### Cells coloured by class, run 1

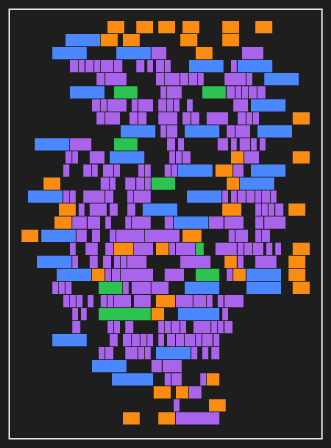
### Cell sizes after repair, run 1

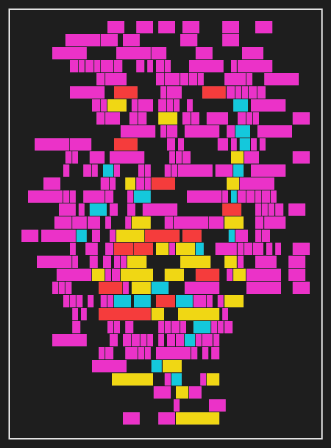
### Cell density map, run 1

6 x 9 tiles, from black (low) to pale yellow (high), 0 to 100% covered.
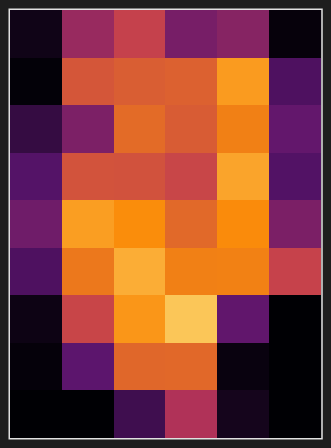
### Track usage over the die, run 1

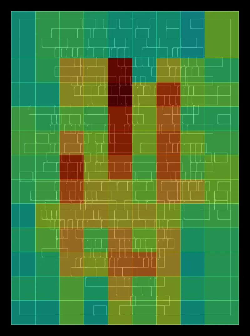
[config.mk]
export PLATFORM = sky130hd
export DESIGN_NAME = count_seq_monitor
export DESIGN_NICKNAME = d
export VERILOG_FILES = /design/src/rtl/count_seq_monitor.sv
export SDC_FILE = /design/constraint.sdc
export NUM_CORES = 1
export LEC_CHECK = 0
export ABC_AREA = 1
export CAP_MARGIN = 5
export CORE_ASPECT_RATIO = 1.4
export CORE_MARGIN = 2
export CORE_UTILIZATION = 34
export DETAILED_ROUTE_END_ITERATION = 16
export HOLD_SLACK_MARGIN = 0.02
export SETUP_SLACK_MARGIN = 0.2
export SLEW_MARGIN = 10
export SYNTH_ARGS = -nofsm -noshare
export SYNTH_HDL_FRONTEND = slang
export SYNTH_SLANG_ARGS = --single-unit
[constraint.sdc]
create_clock -name clk -period 1.9 [get_ports clk]
set_input_delay 0.19 -clock clk [delete_from_list [all_inputs] [get_ports clk]]
set_output_delay 0.19 -clock clk [all_outputs]
set_load 0.005 [all_outputs]
[src/rtl/count_seq_monitor.sv]
// Monitors an upstream modulo-MOD counter. It locks onto the count sequence, flags
// skipped or out-of-range values, drops lock after ERR_LIMIT consecutive misses, and tallies wraps.
module count_seq_monitor #(
    parameter int MOD       = 16,
    parameter int ERR_LIMIT = 3
) (
    input  logic       clk,
    input  logic       reset,
    input  logic [3:0] cnt_in,
    input  logic       cnt_en,
    output logic [1:0] state,
    output logic       in_sync,
    output logic       wrap,
    output logic       mismatch,
    output logic [7:0] wrap_bcd,
    output logic [7:0] err_cnt
);

    typedef enum logic [1:0] {
        SEARCH = 2'b00,
        SYNC   = 2'b01,
        LOST   = 2'b10
    } state_t;

    localparam logic [4:0] MOD_W = 5'(MOD);
    localparam logic [3:0] LAST  = 4'(MOD - 1);
    localparam logic [3:0] LIMIT = 4'(ERR_LIMIT);

    state_t     cur_state, nxt_state;
    logic [3:0] prev, prev_nxt;
    logic       prev_valid, prev_valid_nxt;
    logic [3:0] miss, miss_nxt, miss_inc;
    logic       good, good_nxt;
    logic       wrap_nxt, mismatch_nxt;
    logic       err_inc, tally_inc;
    logic       in_range, legal;
    logic [3:0] expected;

    // Two-digit BCD increment; the tens digit rolls 9 -> 0 so the tally wraps 99 -> 00.
    function automatic logic [7:0] bcd_next(input logic [7:0] v);
        logic [7:0] r;
        r = v;
        if (v[3:0] >= 4'd9) begin
            r[3:0] = 4'd0;
            r[7:4] = (v[7:4] >= 4'd9) ? 4'd0 : v[7:4] + 4'd1;
        end else begin
            r[3:0] = v[3:0] + 4'd1;
        end
        return r;
    endfunction

    assign in_range = {1'b0, cnt_in} < MOD_W;
    assign expected = (prev == LAST) ? 4'd0 : prev + 4'd1;
    assign legal    = prev_valid && in_range && (cnt_in == expected);
    assign miss_inc = miss + 4'd1;

    // NOTE: every signal assigned here gets a default first, so no path leaves
    // one unassigned and no latch is inferred.
    always_comb begin
        nxt_state      = cur_state;
        prev_nxt       = prev;
        prev_valid_nxt = prev_valid;
        miss_nxt       = miss;
        good_nxt       = good;
        wrap_nxt       = 1'b0;
        mismatch_nxt   = 1'b0;
        err_inc        = 1'b0;
        tally_inc      = 1'b0;

        if (cnt_en) begin
            unique case (cur_state)
                SEARCH: begin
                    if (!in_range) begin
                        prev_valid_nxt = 1'b0;
                        good_nxt       = 1'b0;
                    end else begin
                        prev_nxt       = cnt_in;
                        prev_valid_nxt = 1'b1;
                        if (legal) begin
                            nxt_state = SYNC;
                            miss_nxt  = 4'd0;
                            good_nxt  = 1'b0;
                        end
                    end
                end

                LOST: begin
                    if (!in_range) begin
                        prev_valid_nxt = 1'b0;
                        good_nxt       = 1'b0;
                    end else begin
                        prev_nxt       = cnt_in;
                        prev_valid_nxt = 1'b1;
                        if (!legal) begin
                            good_nxt = 1'b0;
                        end else if (good) begin
                            nxt_state = SYNC;
                            miss_nxt  = 4'd0;
                            good_nxt  = 1'b0;
                        end else begin
                            good_nxt = 1'b1;
                        end
                    end
                end

                SYNC: begin
                    if (legal) begin
                        prev_nxt = cnt_in;
                        miss_nxt = 4'd0;
                        if (prev == LAST) begin
                            wrap_nxt  = 1'b1;
                            tally_inc = 1'b1;
                        end
                    end else begin
                        mismatch_nxt = 1'b1;
                        err_inc      = 1'b1;
                        miss_nxt     = miss_inc;
                        // Resync on an in-range skip so one skip costs a single mismatch.
                        if (in_range) prev_nxt = cnt_in;
                        if (miss_inc >= LIMIT) begin
                            nxt_state = LOST;
                            good_nxt  = 1'b0;
                        end
                    end
                end

                default: nxt_state = SEARCH;
            endcase
        end
    end

    // NOTE: sequential state uses non-blocking assignments so every register
    // samples pre-edge values regardless of process ordering.
    always_ff @(posedge clk) begin
        if (reset) cur_state <= SEARCH;
        else       cur_state <= nxt_state;
    end

    assign state = cur_state;

    always_ff @(posedge clk) begin
        if (reset) begin
            prev       <= 4'd0;
            prev_valid <= 1'b0;
            miss       <= 4'd0;
            good       <= 1'b0;
            in_sync    <= 1'b0;
            wrap       <= 1'b0;
            mismatch   <= 1'b0;
            wrap_bcd   <= 8'h00;
            err_cnt    <= 8'd0;
        end else begin
            prev       <= prev_nxt;
            prev_valid <= prev_valid_nxt;
            miss       <= miss_nxt;
            good       <= good_nxt;
            in_sync    <= (nxt_state == SYNC);
            wrap       <= wrap_nxt;
            mismatch   <= mismatch_nxt;
            if (tally_inc)                     wrap_bcd <= bcd_next(wrap_bcd);
            if (err_inc && err_cnt != 8'hFF)   err_cnt  <= err_cnt + 8'd1;
        end
    end

endmodule

==> results.py, run 1 <==
# Physical implementation metrics
metrics = {
    "grt": {
        "grt_max_degree": 15,
        "global_route_wire_length_before_repair_um": 6990,
        "antenna_found_initial": 0,
        "grt_util_met1_pct": 17.3,
        "met2_grt_util_pct": 27.5,
    },
    "detailed_routing": {
        "drcViolationCount": 0,
        "drtIter0Drc": 58,
        "detailroute.wirelength.met2_um": 2170,
        "via_count": 1685,
        "route.layer.met1.wl_um": 1720,
        "antenna_violating_nets_remaining": 0,
        "dr.max_layer_used": "met4",
        "post_drt_via_cell_ratio": 4.72,
    },
    "layout": {
        "flow.area_growth_from_synthesis_pct": 39.9,
        "logic_gate_count": 180,
        "insertedDiodeCount": 0,
        "inverters_excl_clock": 32,
        "layout.cells.non_filler": 357,
        "flop-count": 31,
        "non_clock_buffer_count": 40,
        "comb-cell-share_pct": 45.7,
        "largest_cell_class": "multi-input combinational cells",
        "clockNetworkAreaShare_pct": 4.76,
        "share_of_post_route_cells_with_drive_strength_above_1_pct": 19.9,
        "most_instantiated_logic_cell_after_routing": "nand2_1",
        "buf_share_pct": 15.5,
        "most_numerous_logic_cells_after_layout": "nand2_1 (45), dfxtp_1 (29), inv_1 (28)",
        "combined_flip_flop_and_latch_cell_area_sq_um": 628,
        "nNetsFinal": 307,
        "num-fill-cells": 493,
    },
    "clock_network": {
        "ctsLongestPathBuffers": 2,
        "htree_num_levels": 2,
        "cts.reportedPaths.clkPinSlew_ps": 70,
        "clk-insertion-delay-late_ps": 280,
        "cts-buffers-inserted": 5,
        "cts_sinks": 31,
        "ctsRootBufferMaster": "clkbuf_8",
        "tritoncts": "done",
    },
    "sta": {
        "tightestPinTransition_ps": 524,
        "setup_viol": 0,
        "clock.fmax_mhz": 579,
        "post-route-period-util_pct": 91.0,
        "tns_ps": 0,
        "grt_setup_unrepaired": "true",
        "time_the_worst_path_needs_with_i_o_delays_and_setup_ps": 1730,
        "finalClockSkew_ps": 5.35,
        "max-slew-margin-rel_pct": 64.9,
        "timing.final.max_slew_violations": 0,
        "hold_violations": 0,
    },
    "setup_path": {
        "start_kind": "flop",
        "crit_path_cell_trace": "ha_4, nor2_1, nor2_4, nand3_2, nor2_4, nand3_4, nor2_4, inv_2, nand2_2, nand2_2, nand2_1, nor2_1",
        "worst-r2r-setup-slack_ps": 170,
        "timing.critical_path.mode_cell": "nor2_4",
        "cell_with_the_biggest_individual_delay_on_the_critical_path": "dfxtp_4",
        "worst_ep_required_time_ps": 2080,
        "rr_startpoint": "prev[1]",
        "r2r_end": "wrap_bcd[6]",
        "end_kind": "flop",
        "critPathMaxFanout": 5,
        "cpPeakStageDelay_ps": 350,
        "cp-startpoint": "prev[1]",
        "timing.critical_path.arrival_ps": 1910,
        "worstRegToRegCells": 12,
        "worstSetupEndpoint": "wrap_bcd[6]",
    },
    "floorplan": {
        "die_footprint_sq_mm": 0.00579,
        "die_h_um": 89.2,
        "ioPinCount": 28,
    },
    "synth": {
        "synth_area_sq_mm": 0.00176,
        "yosys.area_share.adder_pct": 7.09,
        "seq_area_frac_synth_pct": 35.2,
        "netlist_top_cells_area": "dfxtp_1 (35%), nand2_1 (10%), nand3_1 (9.4%)",
        "ys_sh_mux_pct": 0,
        "ys_top_logic_family": "simple AND/OR/NAND/NOR gates",
        "synthCells": 244,
        "fp_nets": 261,
        "ys_warn_count": 0,
        "synth-cells-yosys": 244,
        "number_of_distinct_library_cells_after_synthesis": 28,
        "xor_area_share_pct": 4.47,
        "synth.cellmix.compoundShare_pct": 10.0,
        "avgSynthCellArea_sq_um": 7.23,
        "synth_top_cell_by_area": "dfxtp_1",
        "post_synth_and_or_nand_nor_area_fraction_pct": 35.7,
        "ys_ff": 31,
    },
    "power_and_ir_drop": {
        "power.static_leakage_nw": 1.04,
        "power.switching_fraction_pct": 23.2,
        "p_clk_mw": 0.674,
        "powerSeq_mw": 0.674,
        "net-switching-power_mw": 0.347,
        "biggest_consumer": "sequential cells",
        "pwr-share-comb_pct": 9.8,
        "power-per-cell-area_mw_per_mm2": 605,
        "total_power_after_layout_mw": 1.49,
    },
    "placement": {
        "place.port_buffers": 27,
        "gp_congestion": 0.797,
        "postPlaceCellArea_sq_mm": 0.00218,
        "numPlacedInstances": 342,
    },
    "worst_hold_path": {
        "worstHoldStart": "wrap_bcd[3]",
        "min_delay_worst_endpoint": "wrap_bcd[3]",
        "worst_hold_path.num_cells": 2,
    },
    "status": {
        "outcome": "complete, no violations",
    },
    "flow_run": {
        "max_cap_violations": 0,
    },
}
-- 'Cells coloured by class' (at the start) --
- other buffers and delay cells: orange (cells 40)
- all other logic: purple (cells 212)
- clock drivers and dummy loads: green (cells 8)
- flip-flops: blue (cells 31)
proportion of cell area occupied by registers: 25.4%
Placeable Area: 0.00508 sq mm
number of placement rows: 31
post-route cell area: 0.00247 sq mm
core occupancy in the finished layout: 48.6%

-- 'Cell sizes after repair' (at the start) --
- drive 1 or less: magenta (cells 233; share 80%; most used nand2_1)
- drive 2: cyan (cells 19; share 6.5%; most used nand3_2)
- drive 3 to 4: yellow (cells 26; share 8.9%; most used buf_4)
- drive 6 and up: red (cells 13; share 4.5%; most used clkbuf_8)

-- 'Cell density map' (at the start) --
- nearly empty tiles: 15%
- tiles over 75% full: 13%
- mean over tiles: 41%
- densest ninth of the die: centre
- emptiest ninth of the die: south-east
- fullest tile: 88%
Init Core Util: 34.7%

-- 'Track usage over the die' (at the start) --
average wire per standard cell: 11.5 um
grt peak-use layer: met2
grt met3 use: 4.28%

-- run 1: critical path, delay by kind of cell, from the launching register on --
family | cells | cell delay, ps
fa+ha+maj | 1 | 260
buf+inv | 1 | 50
flops | 1 | 350
simple gates | 10 | 950
-- run 1: synthesized netlist by cell type, drive strengths merged --
cell,count
nand2,56
o31ai,1
nor2,28
a31oi,1
xnor2,2
nand3b,4
nand3,35
inv,32
o21ai,5
o21bai,1
a21oi,20
dfxtp,31
ha,10
nand4,3
a211oi,2
xor2,7
nor3,4
clkbuf,2
-- run 1: repair_timing --
item                       CTS  global route
setup endpoints to repair   21            24
hold buffers                 0             0
setup buffers                4             2
pin swaps                   10             3
gates cloned                 0             1
gates resized               21             9
--- run 2 (diff from run 1) ---
- RECOVER_POWER: default -> 50
- clock period: 1.9 -> 1.6 ns (I/O delays scaled with it)
### Cell density map, run 2

6 x 9 tiles, from black (low) to pale yellow (high), 0 to 100% covered.
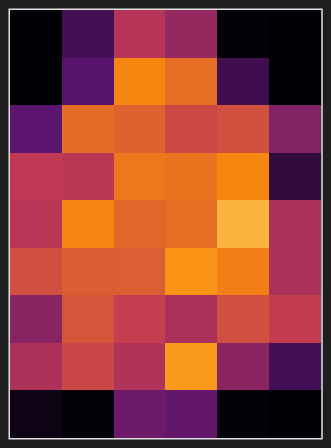
core occupancy in the finished layout: 50.5%

### Register map, names as in the netlist, run 2

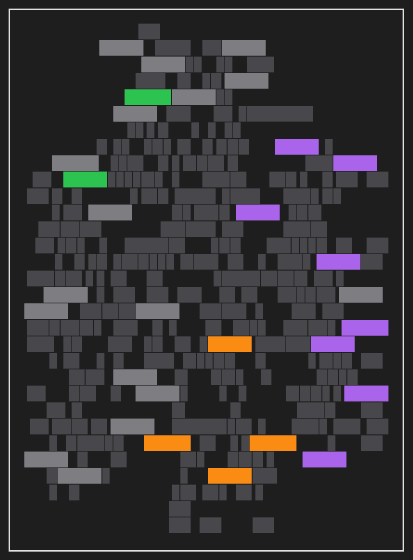
- wrap_bcd: purple (sequential cells 8)
- prev: orange (sequential cells 4; where south)
- state: green (sequential cells 2)

==> results.py, run 2 <==
# Physical implementation metrics
metrics = {
    "synth": {
        "synthCells": 244,
        "ys_ff": 31,
        "ys_top_logic_family": "simple AND/OR/NAND/NOR gates",
        "seq_area_frac_synth_pct": 35.2,
        "yosys_most_used_dff": "dfxtp_1",
        "synth.cellmix.compoundShare_pct": 10.0,
        "avgSynthCellArea_sq_um": 7.23,
        "ys_sh_mux_pct": 0,
        "synth_area_sq_mm": 0.00176,
        "synthTopCellsByCount": "nand2_1 (49), nand3_1 (33), dfxtp_1 (31)",
        "ys_warn_count": 0,
        "number_of_enable_type_register_cells_in_the_synthesized_netlist": 0,
        "synth_top_cell_by_area": "dfxtp_1",
        "fp_nets": 261,
        "netlist_top_cells_area": "dfxtp_1 (35%), nand2_1 (10%), nand3_1 (9.4%)",
        "synth-async-reset-ratio_pct": 0,
        "post_synth_and_or_nand_nor_area_fraction_pct": 35.7,
        "xor_area_share_pct": 4.47,
        "post-synth-top-count-cell": "nand2_1",
    },
    "detailed_routing": {
        "post_drt_via_cell_ratio": 4.73,
        "route.layer.met1.wl_um": 1670,
        "antenna_violating_nets_remaining": 0,
        "drcViolationCount": 0,
        "drtIter0Drc": 38,
        "dr.max_layer_used": "met4",
    },
    "layout": {
        "layout.cells.non_filler": 374,
        "share_of_post_route_cells_with_drive_strength_above_1_pct": 24.4,
        "most_numerous_logic_cells_after_layout": "nand2_1 (43), nand3_1 (31), inv_1 (28)",
        "most_instantiated_logic_cell_after_routing": "nand2_1",
        "design_area_sq_mm": 0.00257,
        "nNetsFinal": 325,
    },
    "flow_run": {
        "max_cap_violations": 0,
    },
    "clock_network": {
        "htree_num_levels": 2,
        "cts.reportedPaths.clkPinSlew_ps": 70,
        "cts_sinks": 31,
        "tritoncts": "done",
    },
    "setup_path": {
        "worst-r2r-setup-slack_ps": -110,
        "critPathMaxFanout": 6,
        "crit_path_cell_trace": "ha_4, nor2_1, nor2_2, nand3_2, nor2_4, nand2_4, o21bai_4, nand2_2, nand2_2, nand2_1, nor2_1",
        "start_kind": "flop",
        "end_kind": "flop",
        "worst_ep_required_time_ps": 1810,
        "timing.critical_path.arrival_ps": 1920,
        "timing.critical_path.depth": 11,
        "cpPeakStageDelay_ps": 340,
        "cp-startpoint": "prev[0]",
    },
    "floorplan": {
        "placementRows": 31,
        "floorplanUtilization_pct": 34.7,
        "die_footprint_sq_mm": 0.00579,
        "die_h_um": 89.2,
        "ioPinCount": 28,
    },
    "status": {
        "violated_checks": "negative setup slack",
        "outcome": "finished, violations left",
    },
    "placement": {
        "gp_congestion": 0.808,
        "place.port_buffers": 27,
        "numPlacedInstances": 364,
    },
    "worst_hold_path": {
        "worst_hold_path.num_cells": 2,
    },
    "grt": {
        "global_route_wire_length_before_repair_um": 7000,
        "grt_max_degree": 15,
        "grtUsageMet3_pct": 3.53,
    },
    "sta": {
        "grt_setup_unrepaired": "true",
        "timing.final.max_slew_violations": 0,
        "hold_violations": 0,
        "tightestPinTransition_ps": 502,
        "tns_ps": -1390,
        "setup_viol": 24,
        "timing.final.ws_setup_ps": -107,
    },
}
-- run 2: layout make-up --
| class | count | area, sq um |
|---|---|---|
| repair buffers | 58 | 508 |
| well taps | 66 | 82.6 |
| multi-input cells | 180 | 1120 |
| flip-flops and latches | 31 | 627 |
| clock inverters | 1 | 30.0 |
| fillers | 504 | 2510 |
| clock buffers | 6 | 72.6 |
| inverters | 32 | 130 |
-- run 2: timing repair --
item / 4_1_cts / 5_1_grt
resized: 24 / 12
endpoints found under the setup margin: 35 / 29
buffers inserted: 0 / 2
cloned: 1 / 0
pin swaps: 13 / 7
-- run 2: power by group --
| part | internal, mW | switching [mW] | leakage, nW |
|---|---|---|---|
| Combinational | 0.0779 | 0.0981 | 0.876 |
| Sequential | 0.787 | 0.0131 | 0.253 |
| Clock | 0.456 | 0.281 | 0.0513 |
Power figures rest on the tool's default switching activity, not on a simulated workload.
